Design branch_table_sequencer, sky130hd; sources not shown.
Run 1, cell placement:
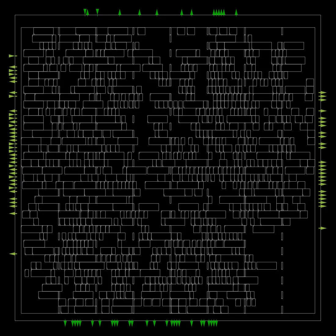
flop count: 88
Fill cells: 1,104
non-filler instance count after layout: 1,021
utilization after layout: 55.4%
Core Rows: 39

Run 1, clock network drawn from the DEF:
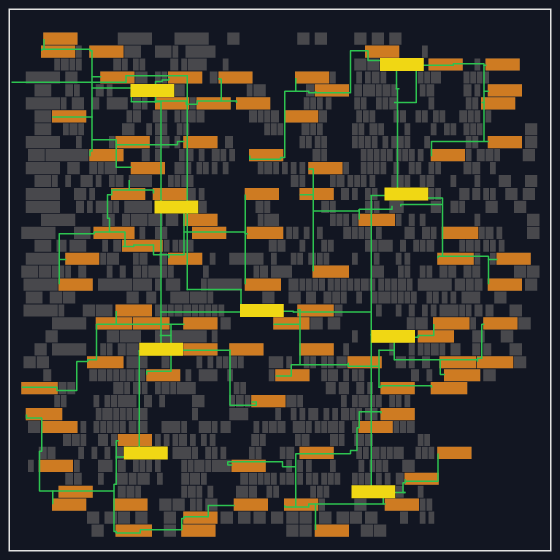
[clock drivers] yellow | count: 9
[clock wires] green | length: 1,180 microns
[flip-flops] orange | count: 88
routed clock nets: 10
Clock group: 0.00171 W
clock power share: 46.8%
clk ins delay skew pair: 350 ps
Clock Skews: 4.46 ps

Run 1, power grid:
Pins as bars on the die edge. Tap cells in gray.
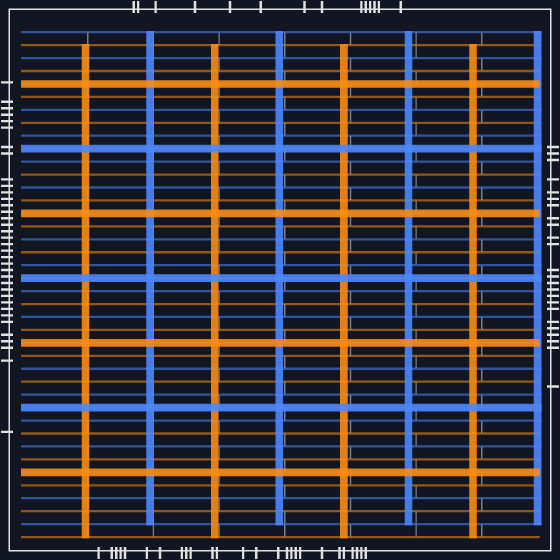
| net | color |
|---|---|
| VDD | blue |
| VSS | orange |
met5 straps: 7
tap cells: 143
signal pins: 100
met4 straps: 8
core region area: 11,600 sq um
Die H: 113 microns
peak supply drop: 0.421 mV
die width: 113 microns

==> qor.csv, run 1 <==
metric,value,unit
Worst Path Arrival,1680,ps
vias in the first global route,4645,
WP depth,6,
bufs w/o clock,108,
Static Leak,2.50,nW
DRC viols,0,
GRT overflow,0,
Inverters,94,
met3 GRT Util,3.93,%
detailed-route vias per instance,5.00,
CP required,1800,ps
H-Tree Level Count,3,
Well Taps,143,
"top cells by count, synth","nand2_1 (233), nor2_1 (136), inv_1 (89)",
Buf/Inv on CP,3,
sw frac,22.7,%
first drt pass iteration count,4,
relative slew slack,71.2,%
Clock Path Buffers,2,
outcome,finished clean,
Worst setup SP type,flip-flop,
syn_nets,786,
R2R setup slack,270,ps
fraction of registers with async set or reset after synthesis,0,%
Antenna Cells,0,
Sequential Area,1800,sq um
comb_multi_in,572,
Top pwr grp,sequential cells,
Setup crit end kind,output port,
largest net degree at the start of global routing,47,
Mapped Area,4790,sq um
Post-CTS Setup Inserts,0,
logic share of the area,42.1,%
first-pass GRT wire length,22.0,mm
NonClk Buf Share,16.6,%
RSZ-0062 raised after global routing,no,
## run 1: cell families after synthesis
group | after synthesis | synth area share (%)
buffers and inverters | 108 | 8.67
XOR/XNOR | 5 | 0.914
AND/OR/NAND/NOR | 460 | 41.1
adder cells (fa/ha/maj) | 3 | 0.783
flip-flops | 88 | 36.8
AND-OR/OR-AND | 104 | 11.7
## run 1: metrics by stage
stage          hold slack [ps]  cell area, sq um  TNS [ps]  util [%]  power [W]
2_1_floorplan              335              4930     -9070         -    0.00190
3_5_place_dp               449              6040         0      52.2    0.00198
4_1_cts                    422              6340         0      54.8    0.00370
3_3_place_gp               444              6040         0      52.2    0.00198
5_1_grt                    449              6410         0      55.4    0.00378
6_report                   434              6410         0      55.4    0.00366
==> run 2: changes to the inputs <==
- ABC_CLOCK_PERIOD_IN_PS: unset -> 2000
- CELL_PAD_IN_SITES_DETAIL_PLACEMENT: unset -> 2
- CELL_PAD_IN_SITES_GLOBAL_PLACEMENT: unset -> 2
- CORE_UTILIZATION: 40 -> 27
- PLACE_DENSITY: 0.65 -> unset
- PLACE_DENSITY_LB_ADDON: unset -> 0.1
==> qor.csv, run 2 <==
metric,value,unit,change
outcome,finished clean,,
relative slew slack,70.5,%,-0.66 points
adder share,0.783,%,unchanged
Post-CTS Setup Inserts,0,,unchanged
Worst Path Arrival,1730,ps,+50 ps
Sequential Area,1800,sq um,unchanged
Cell Type Count,32,,
Hold WC Path Type,input pin to flip-flop,,
GRT overflow,0,,unchanged
Worst setup SP type,flip-flop,,
first-pass GRT wire length,30.8,mm,+40%
H-Tree Level Count,3,,unchanged
hold_ws,306,ps,-128 ps
"top cells by count, synth","nand2_1 (233), nor2_1 (136), inv_1 (89)",,
first drt pass iteration count,5,,+1
aoi share,11.7,%,unchanged
fraction of registers with async set or reset after synthesis,0,%,unchanged
Logic family by area,simple AND/OR/NAND/NOR gates,,
Synth mux share,0,%,unchanged
R2R setup slack,210,ps,-60 ps
post-placement cell area,6150,sq um,+1.9%
setup TNS,0,ps,unchanged
Mapped Area,4790,sq um,unchanged
WP depth,6,,unchanged
Clock Skews,10.4,ps,+5.90 ps
dominant logic cell types in the final layout,"nand2_1 (229), nor2_1 (131), buf_4 (89)",,
yosys xor share,0.914,%,unchanged
largest net degree at the start of global routing,29,,-38%
simple share,41.1,%,unchanged
Clock Path Buffers,2,,unchanged
dpl cells,1087,,
Setup crit end kind,output port,,
Final Critical Period,1930,ps,
Static Leak,2.54,nW,+1.8%
Design Power,0.00365,W,-0.20%
detailed-route vias per instance,4.91,,-1.8%
syn_nets,786,,unchanged
clk ins delay skew pair,350,ps,about the same
"critical path fanouts, max",13,,
Antenna Cells,0,,unchanged
vias in the first global route,5881,,+27%
Buf/Inv on CP,2,,-1
[run 2: cell counts after synthesis]
No cell type changed its count.
[run 2: power breakdown]
group	switching (W)	internal [W]	leakage [nW]
registers	0.00000638	0.00176	0.722
clock network	0.000749	0.000949	0.141
logic	0.000122	0.0000680	1.68
[run 2: final cells by class]
| cell class | instances | area share [%] |
|---|---|---|
| sequential | 88 | 27.4 |
| clock inverter | 2 | 0.210 |
| clock buffer | 13 | 4.14 |
| inverter | 94 | 5.63 |
| tap | 225 | 4.29 |
| timing repair inverter | 1 | 0.0763 |
| multi-input combinational | 572 | 41.3 |
| timing repair buffer | 118 | 16.9 |
[run 2: metal layers]
metal  vias up  GRT usage (%)  share of wire, %
met5         -              0                 0
met4         0           6.13               1.5
met3        18           2.69               3.2
met2        80           37.1                50
met1      2704           26.5                45
li1       2667              -                 -
Run 2, cells colored by class:
Bar = 50 microns. Fill, decap, tap and diode cells in gray.
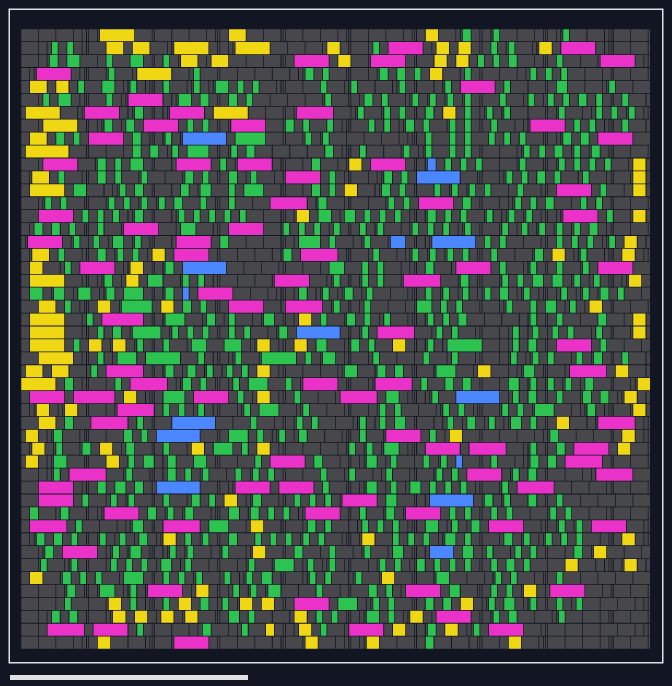
| class | color | cells |
|---|---|---|
| remaining buffers and delay cells | yellow | 118 |
| clock drivers and dummy loads | blue | 15 |
| combinational and other logic | green | 667 |
| sequential cells | magenta | 88 |
Seq area share: 27.4%
utilization after layout: 37.9%

Run 2, cell placement:
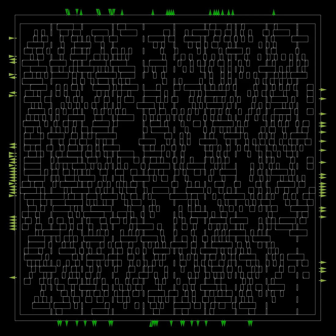
Fill cells: 2,109
core region area: 17,300 sq um
Well Taps: 225
non-filler instance count after layout: 1,113
Core Rows: 48

Run 2, power grid:
Pins as bars on the die edge. Tap cells in gray.
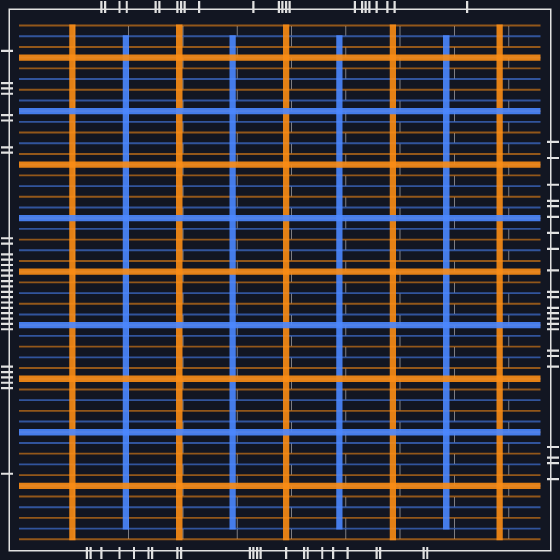
| net | color |
|---|---|
| VSS | orange |
| VDD | blue |
met1 rails: 49
signal pins: 100
rows: 48
met4 straps: 9
tap cells: 225
peak supply drop: 0.355 mV
Die H: 137 microns

Power is estimated from default activity; no workload was simulated.
